`src/rtl/vga_test_pattern.sv`:
```
// VGA test pattern generator: bars, checker and scrolling bars with frame-synced mode switch.
// Define VGA_TEST_PATTERN_SCROLL_EN to make mode 3 scroll; otherwise mode 3 renders as mode 0.
module vga_test_pattern #(
  parameter int H_VISIBLE   = 640,
  parameter int V_VISIBLE   = 480,
  parameter int COLOR_BITS  = 4,
  parameter int NUM_BARS    = 8,
  parameter int CHECK_SHIFT = 5,
  parameter int SCROLL_STEP = 2
) (
  input  logic                  clk,
  input  logic                  reset,
  input  logic [9:0]            column,
  input  logic [9:0]            row,
  input  logic [1:0]            mode_in,
  input  logic                  mode_req,
  output logic [COLOR_BITS-1:0] red,
  output logic [COLOR_BITS-1:0] green,
  output logic [COLOR_BITS-1:0] blue,
  output logic [1:0]            mode,
  output logic [15:0]           frame_count
);

  localparam int BAR_W = H_VISIBLE / NUM_BARS;
  localparam int BAR_H = V_VISIBLE / NUM_BARS;

  logic [COLOR_BITS-1:0] r_red;
  logic [COLOR_BITS-1:0] r_green;
  logic [COLOR_BITS-1:0] r_blue;
  logic [1:0]            r_mode;
  logic [1:0]            r_pend;
  logic                  r_pend_v;
  logic [15:0]           r_frame;

  logic       w_tick;
  logic       w_visible;
  logic       w_chk;
  logic [2:0] w_vbar;
  logic [2:0] w_hbar;
  logic [2:0] w_idx;

  assign w_tick    = (row == 10'(V_VISIBLE)) && (column == 10'd0);
  assign w_visible = (column < 10'(H_VISIBLE)) && (row < 10'(V_VISIBLE));
  assign w_chk     = column[CHECK_SHIFT] ^ row[CHECK_SHIFT];
  assign w_vbar    = 3'(column / 10'(BAR_W));
  assign w_hbar    = 3'(row / 10'(BAR_H));

`ifdef VGA_TEST_PATTERN_SCROLL_EN
  logic [9:0]  r_scroll;
  logic [10:0] w_hsum;
  logic [10:0] w_hpos;
  logic [10:0] w_snext;
  logic [2:0]  w_sbar;

  // 11-bit sum cannot overflow; one subtract suffices for visible columns
  assign w_hsum  = {1'b0, column} + {1'b0, r_scroll};
  assign w_hpos  = (w_hsum >= 11'(H_VISIBLE)) ?
                   w_hsum - 11'(H_VISIBLE) : w_hsum;
  assign w_sbar  = 3'(w_hpos / 11'(BAR_W));
  assign w_snext = {1'b0, r_scroll} + 11'(SCROLL_STEP);
`endif

  always_comb begin
    w_idx = 3'd0;
    unique case (r_mode)
      2'd0: w_idx = w_vbar;
      2'd1: w_idx = w_hbar;
      2'd2: w_idx = {3{w_chk}};
`ifdef VGA_TEST_PATTERN_SCROLL_EN
      2'd3: w_idx = w_sbar;
`else
      2'd3: w_idx = w_vbar;
`endif
      default: w_idx = 3'd0;
    endcase
  end

  always_ff @(posedge clk) begin
    if (reset) begin
      r_red    <= '0;
      r_green  <= '0;
      r_blue   <= '0;
      r_mode   <= 2'd0;
      r_pend   <= 2'd0;
      r_pend_v <= 1'b0;
      r_frame  <= 16'd0;
`ifdef VGA_TEST_PATTERN_SCROLL_EN
      r_scroll <= 10'd0;
`endif
    end else begin
      r_red   <= {COLOR_BITS{w_idx[0] & w_visible}};
      r_green <= {COLOR_BITS{w_idx[1] & w_visible}};
      r_blue  <= {COLOR_BITS{w_idx[2] & w_visible}};
      if (w_tick) begin
        r_frame  <= r_frame + 16'd1;
        r_pend_v <= 1'b0;
        // a request landing on the tick itself wins over the pending one
        if (mode_req)
          r_mode <= mode_in;
        else if (r_pend_v)
          r_mode <= r_pend;
`ifdef VGA_TEST_PATTERN_SCROLL_EN
        r_scroll <= (w_snext >= 11'(H_VISIBLE)) ?
                    10'(w_snext - 11'(H_VISIBLE)) : w_snext[9:0];
`endif
      end else if (mode_req) begin
        r_pend   <= mode_in;
        r_pend_v <= 1'b1;
      end
    end
  end

  assign red         = r_red;
  assign green       = r_green;
  assign blue        = r_blue;
  assign mode        = r_mode;
  assign frame_count = r_frame;

endmodule

```
`config.mk`:
```
export PLATFORM = sky130hd
export DESIGN_NAME = vga_test_pattern
export DESIGN_NICKNAME = d
export VERILOG_FILES = /design/src/rtl/vga_test_pattern.sv
export SDC_FILE = /design/constraint.sdc
export NUM_CORES = 1
export LEC_CHECK = 0
export CAP_MARGIN = 40
export CORE_ASPECT_RATIO = 1.4
export CORE_MARGIN = 2
export CORE_UTILIZATION = 50
export CTS_BUF_LIST = sky130_fd_sc_hd__clkbuf_8 sky130_fd_sc_hd__clkbuf_16
export DETAILED_ROUTE_END_ITERATION = 12
export HOLD_SLACK_MARGIN = 0.06
export PLACE_DENSITY = 0.85
export SYNTH_ARGS = -nofsm -noshare
export SYNTH_HDL_FRONTEND = slang
export SYNTH_SLANG_ARGS = --single-unit
```
`constraint.sdc`:
```
create_clock -name clk -period 2.9 [get_ports clk]
set_input_delay 0.87 -clock clk [delete_from_list [all_inputs] [get_ports clk]]
set_output_delay 0.87 -clock clk [all_outputs]
set_load 0.01 [all_outputs]
```
### The metal 1 layer, run 1

The bar under the picture is 20 um long. Supply wires on this layer in grey.
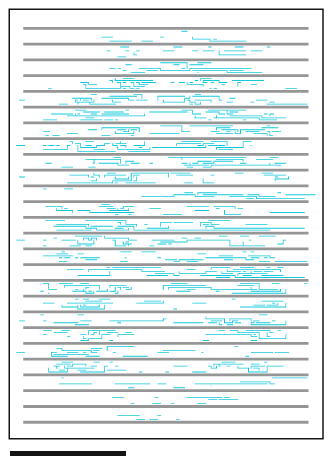
The wires run mostly horizontal. The layer holds 40% of the routed length. The longest straight run is 23.5 um.
met1 GRT Util: 22.0%
via count: 1694
Total Wirelength: 3.78 mm

### Met2 routing, run 1

Cells faint in the background.
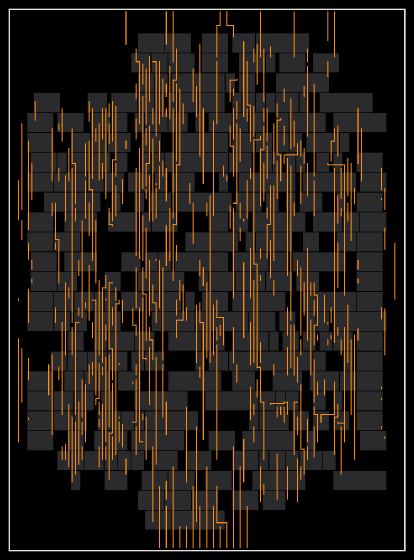
The layer holds 55% of the routed length. 264 nets have wire on it. The wires run mostly vertical.

==> flow_metrics.tcl, run 1 <==
# metrics dict for downstream scripts
set metrics [dict create \
    run_status "complete, no violations" \
    clk_share_pct 2.32 \
    inv_count 11 \
    flop_cell "dfxtp_1" \
    warning_count 27 \
    mostFrequentLayoutCells "clkdlybuf4s50_1 (54), nor2_1 (24), dfxtp_1 (24), a21oi_1 (15), buf_4 (15)" \
    top_layer_used "met4" \
    slowest_stage "nor4_4" \
    avgRoutedWirePerCell_um 12.4 \
    hp-start "r_pend[0]" \
    finalHoldViolations 0 \
    ir_drop_uv 334 \
    cap_violations 0 \
    mux_area_share_pct 7.32 \
    rows 25 \
    crit_path_max_fanout 5 \
    fin_crit_ns 2.60 \
    ff_latch_area_um2 480 \
    cp_slowest_stage_delay_ns 0.45 \
    cts-root-buf "clkbuf_8" \
    r2r_end "frame_count[15]" \
    combGateArea_um2 1080 \
    ys_ff 24 \
    arrival_ns 2.75 \
    rsz0062_at_grt "no" \
    grt_max_degree 29 \
    top_usage_layer "met2" \
    required_ns 3.06 \
    maxSlewViolCount 0 \
    grt_usage_pct 20.1 \
    p_total_uw 711 \
    buf_share_pct 28.3 \
    taps 40 \
    worst-setup-path-type "input pin to flop" \
    hold_end "r_pend[0]" \
    largest_class "logic gates" \
    common_cells "dfxtp_1 (24), nor2_1 (24), a21oi_1 (15), inv_1 (11), o21ai_0 (10)" \
    ys_seq_share_pct 27.5 \
    cts_tree "done" \
    grt_pass1_vias 1500 \
    path_cells "clkdlybuf4s50_1, nor4_2, nand3_2, nor4_4, nand3_1, mux2_1" \
    initCoreUtil_pct 52.1 \
    synthTopLogicFamily "simple AND/OR/NAND/NOR gates" \
    synth_adder_area_share_pct 2.15 \
    xor_area_share_pct 5.02 \
]
### Track usage over the die, run 1

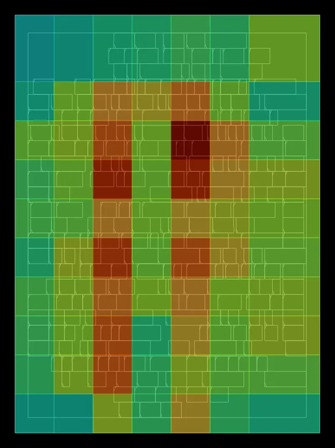
met2 Track Usage GR: 36.9%
final core occ: 71.0%

### Signal wires on met3, run 1

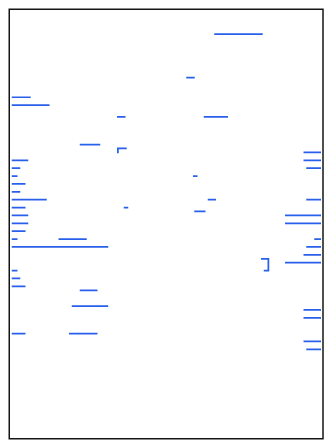
The layer carries 143 um of wire. The longest straight run is 16.3 um.
GR Layer Usage met3: 2.24%

run 1: worst reg2reg max path, cell delays in order (launching register included):
cell and delay [ns]:
dfxtp_1 0.42, and3_1 0.22, nand3_2 0.14, nor4_4 0.47, nand3_1 0.16, mux2_1 0.33
run 1: power breakdown:
group          switching [mW]  internal (mW)
sequential            0.00234          0.333
combinational          0.0695         0.0818
clock                   0.103          0.121
total                   0.175          0.536
run 1: cell families (layout without fill, tap and decap cells):
logic type                 count (synthesis)  in the layout
and+or+nand+nor                           80             80
AOI/OAI and AO/OA                         51             51
adders and majority gates                  3              3
DFF                                       24             24
muxes                                     12             12
xor gates and xnor gates                  10             10
buffers and inverters                     33             85
run 1: registers in the layout, summed over array words and instances, names as in the netlist:
register and count:
frame_count 16, r_pend 2, blue 1, green 1, r_pend_v 1, mode 2, red 1
### Wiring heat map, run 1

11 x 15 tiles, from dark blue (low) to red (high), scaled to the fullest tile. Values are wire area over tile area, all layers added.
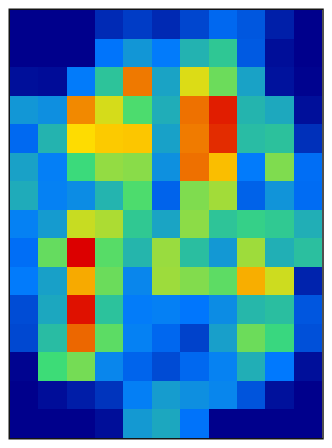

==> run 1 -> run 2 <==
==> constraint.sdc (replaced) <==
create_clock -name clk -period 3.38 [get_ports clk]
set_input_delay 1.014 -clock clk [delete_from_list [all_inputs] [get_ports clk]]
set_output_delay 1.014 -clock clk [all_outputs]
set_load 0.01 [all_outputs]
### Wiring heat map, run 2

11 x 15 tiles, from dark blue (low) to red (high), scaled to the fullest tile. Values are wire area over tile area, all layers added.
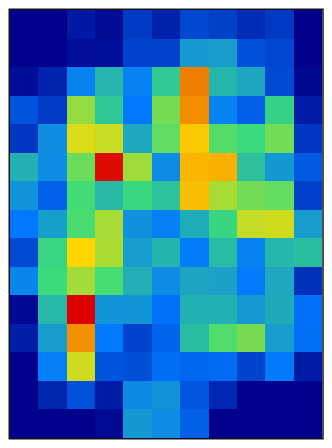
13% of the tiles are nearly empty. The fullest tile reaches 0.49. 20% of the tiles are over half the peak.

### The metal 1 layer, run 2

The bar under the picture is 20 um long. Supply wires on this layer in grey.
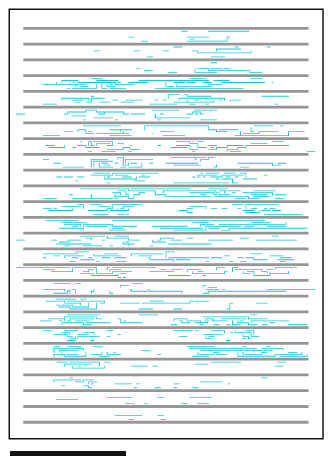
The wires run mostly horizontal. The longest straight run is 26.2 um. 245 nets have wire on it. The layer carries 1540 um of wire.

### Signal wires on met3, run 2

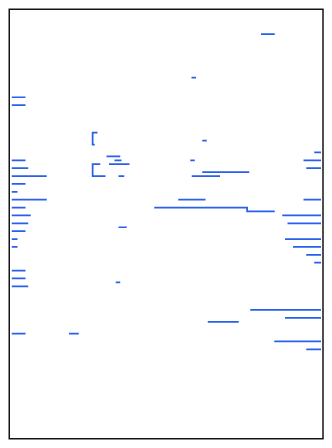
The layer holds 4.4% of the routed length. The wires run mostly horizontal. The longest straight run is 15.9 um. The layer carries 168 um of wire.
via count: 1691
GR Layer Usage met3: 2.03%
Total Wirelength: 3.84 mm

==> run 2 against run 1 <==
Compared with the run above:
- critical path depth is 1 higher
- core utilization decreased by 1.0 points
- die area is the same
- first-iteration DRC count grew 59%
- worst hold slack got worse by 0.011 ns
- largest cell class unchanged
- register-to-register slack better by 0.46 ns
- wire length increased by 1.3%
- critical endpoint is now frame_count[14]
- synthesized cell count is the same
- sequential cell count stayed put
- combinational power fell by 16%
- cell count decreased by 1.6%
- clock-buffer cell count decreased by 1
==> flow_metrics.tcl, run 2 <==
# metrics dict for downstream scripts
set metrics [dict create \
    slowest_stage "clkdlybuf4s50_1" \
    flop_cell "dfxtp_1" \
    ys_ff 24 \
    initCoreUtil_pct 52.1 \
    largest_class "logic gates" \
    mostFrequentLayoutCells "clkdlybuf4s50_1 (54), nor2_1 (24), dfxtp_1 (24), a21oi_1 (15)" \
    cap_violations 0 \
    clk_share_pct 3.04 \
    arrival_ns 2.91 \
    warning_count 27 \
    grt_pass1_vias 1431 \
    avgRoutedWirePerCell_um 12.8 \
    synth_adder_area_share_pct 2.15 \
    run_status "complete, no violations" \
    grt_max_degree 29 \
    grt_usage_pct 19.6 \
    ys_seq_share_pct 27.5 \
    fin_crit_ns 2.75 \
    top_usage_layer "met2" \
    rows 25 \
    use_met1_pct 22.5 \
    worst-setup-path-type "input pin to flop" \
    r2r_end "frame_count[15]" \
    common_cells "dfxtp_1 (24), nor2_1 (24), a21oi_1 (15), inv_1 (11), o21ai_0 (10)" \
    hp-start "r_pend[0]" \
    cp_slowest_stage_delay_ns 0.44 \
    finalHoldViolations 0 \
]
[run 2: netlist changes by cell type in the layout (fill, tap and decap cells not counted), sizes merged]
| cell | delta |
|---|---|
| buf | -5 |
| bufinv | +1 |
| clkbuf | -1 |
[run 2: cells by family (layout without fill, tap and decap cells)]
| group | Yosys count | after routing |
|---|---|---|
| AOI/OAI and AO/OA | 51 | 51 |
| and+or+nand+nor | 80 | 80 |
| adders and majority gates | 3 | 3 |
| muxes | 12 | 12 |
| xor gates and xnor gates | 10 | 10 |
| DFF | 24 | 24 |
| buffers and inverters | 33 | 80 |
[run 2: report_power, final]
part / internal, mW / total [mW] / switching, mW
logic: 0.0677 / 0.127 / 0.0596
registers: 0.286 / 0.288 / 0.00209
clock network: 0.158 / 0.246 / 0.0882
### Track usage over the die, run 2

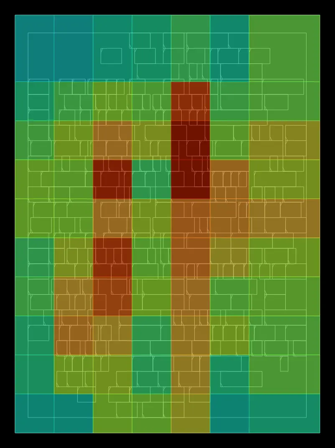

==> run 2 -> run 3 <==
--- a/config.mk
+++ b/config.mk
@@ -8,11 +8,11 @@
 export CAP_MARGIN = 40
 export CORE_ASPECT_RATIO = 1.4
 export CORE_MARGIN = 2
-export CORE_UTILIZATION = 50
+export CORE_UTILIZATION = 47
 export CTS_BUF_LIST = sky130_fd_sc_hd__clkbuf_8 sky130_fd_sc_hd__clkbuf_16
 export DETAILED_ROUTE_END_ITERATION = 12
 export HOLD_SLACK_MARGIN = 0.06
-export PLACE_DENSITY = 0.85
+export PLACE_DENSITY = 0.81
 export SYNTH_ARGS = -nofsm -noshare
 export SYNTH_HDL_FRONTEND = slang
 export SYNTH_SLANG_ARGS = --single-unit
==> constraint.sdc (replaced) <==
create_clock -name clk -period 2.55 [get_ports clk]
set_input_delay 0.765 -clock clk [delete_from_list [all_inputs] [get_ports clk]]
set_output_delay 0.765 -clock clk [all_outputs]
set_load 0.01 [all_outputs]
### Track usage over the die, run 3

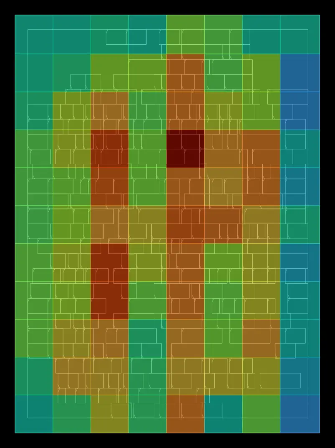
final core occ: 66.4%
GRT Util Overall: 19.7%
met2 Track Usage GR: 35.8%
drt wl/cell: 12.9 um

### The metal 1 layer, run 3

The bar under the picture is 20 um long. Supply wires on this layer in grey.
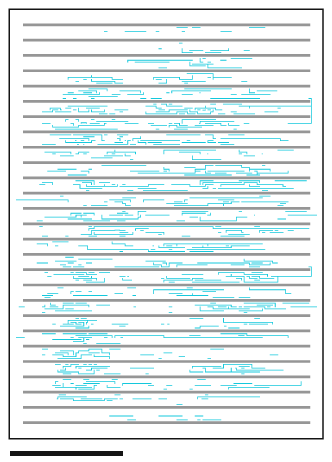
The layer carries 1700 um of wire. The longest straight run is 21.2 um. The wires run mostly horizontal. The layer holds 42% of the routed length. 253 nets have wire on it.

==> run 3 against run 2 <==
Compared with the run above:
- via count is 1.4% higher
- global-route usage is 0.17 points higher
- largest power group unchanged
- critical path type unchanged
- largest cell class unchanged
- worst hold slack got worse by 0.0016 ns
==> flow_metrics.tcl, run 3 <==
# metrics dict for downstream scripts
set metrics [dict create \
    dr_total_vias 1714 \
    run_status "complete, no violations" \
    buf_share_pct 29.4 \
    ys_seq_share_pct 27.5 \
    ir_drop_uv 323 \
    p_comb_share_pct 22.9 \
    common_cells "dfxtp_1 (24), nor2_1 (24), a21oi_1 (15), inv_1 (11), o21ai_0 (10)" \
    largest_class "logic gates" \
    grt_max_degree 29 \
    crit_path_max_fanout 5 \
    wirelength_mm 4.02 \
    cts_tree "done" \
    hold_end "r_pend[0]" \
    flop_cell "dfxtp_1" \
    finalHoldViolations 0 \
    fin_crit_ns 2.40 \
    r2r_end "frame_count[13]" \
    arrival_ns 2.55 \
    slowest_stage "clkdlybuf4s50_1" \
    mostFrequentLayoutCells "clkdlybuf4s50_1 (54), nor2_1 (24), dfxtp_1 (24), buf_4 (22), a21oi_1 (15)" \
    initCoreUtil_pct 48.3 \
    p_clk_share_pct 28.3 \
    switching_share_pct 25.7 \
    inv_count 11 \
    p_seq_share_pct 48.8 \
    path_cells "clkdlybuf4s50_1, nor4_2, nand4_2, nor4_4, nand3_1, mux2_1" \
    worst-setup-path-type "input pin to flop" \
    p_total_uw 783 \
    p_int_uw 582 \
    cp_slowest_stage_delay_ns 0.44 \
    switchingPower_uw 201 \
    largest_reg_flops 16 \
]
### Signal wires on met3, run 3

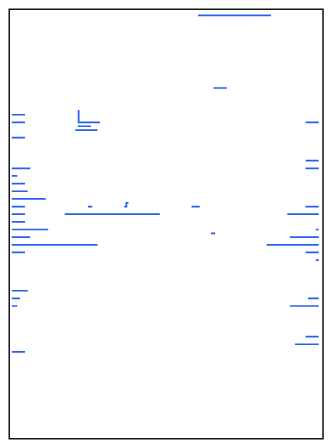
The layer carries 147 um of wire. The layer holds 3.7% of the routed length. 40 nets have wire on it. The longest straight run is 16.6 um.

==> run 3: cell counts after synthesis <==
Identical to the previous run, type by type.
==> run 3: per-layer routing <==
| metal | share of wire [%] | GRT usage, % | routed length, um | vias to the layer above |
|---|---|---|---|---|
| li1 | - | - | - | 870 |
| met1 | 42 | 22.5 | 1700 | 791 |
| met5 | 0 | 0 | 0 | - |
| met4 | 1.8 | 9.02 | 74 | 0 |
| met3 | 3.6 | 2.38 | 146 | 6 |
| met2 | 52 | 35.8 | 2100 | 47 |
==> run 3: kinds of logic after synthesis <==
family,synth area share [%]
AOI/OAI and AO/OA,19.2
xor gates and xnor gates,5.02
adders and majority gates,2.15
buffers and inverters,10.8
DFF,27.5
muxes,7.32
and+or+nand+nor,28.0
Power is estimated from default activity; no workload was simulated.
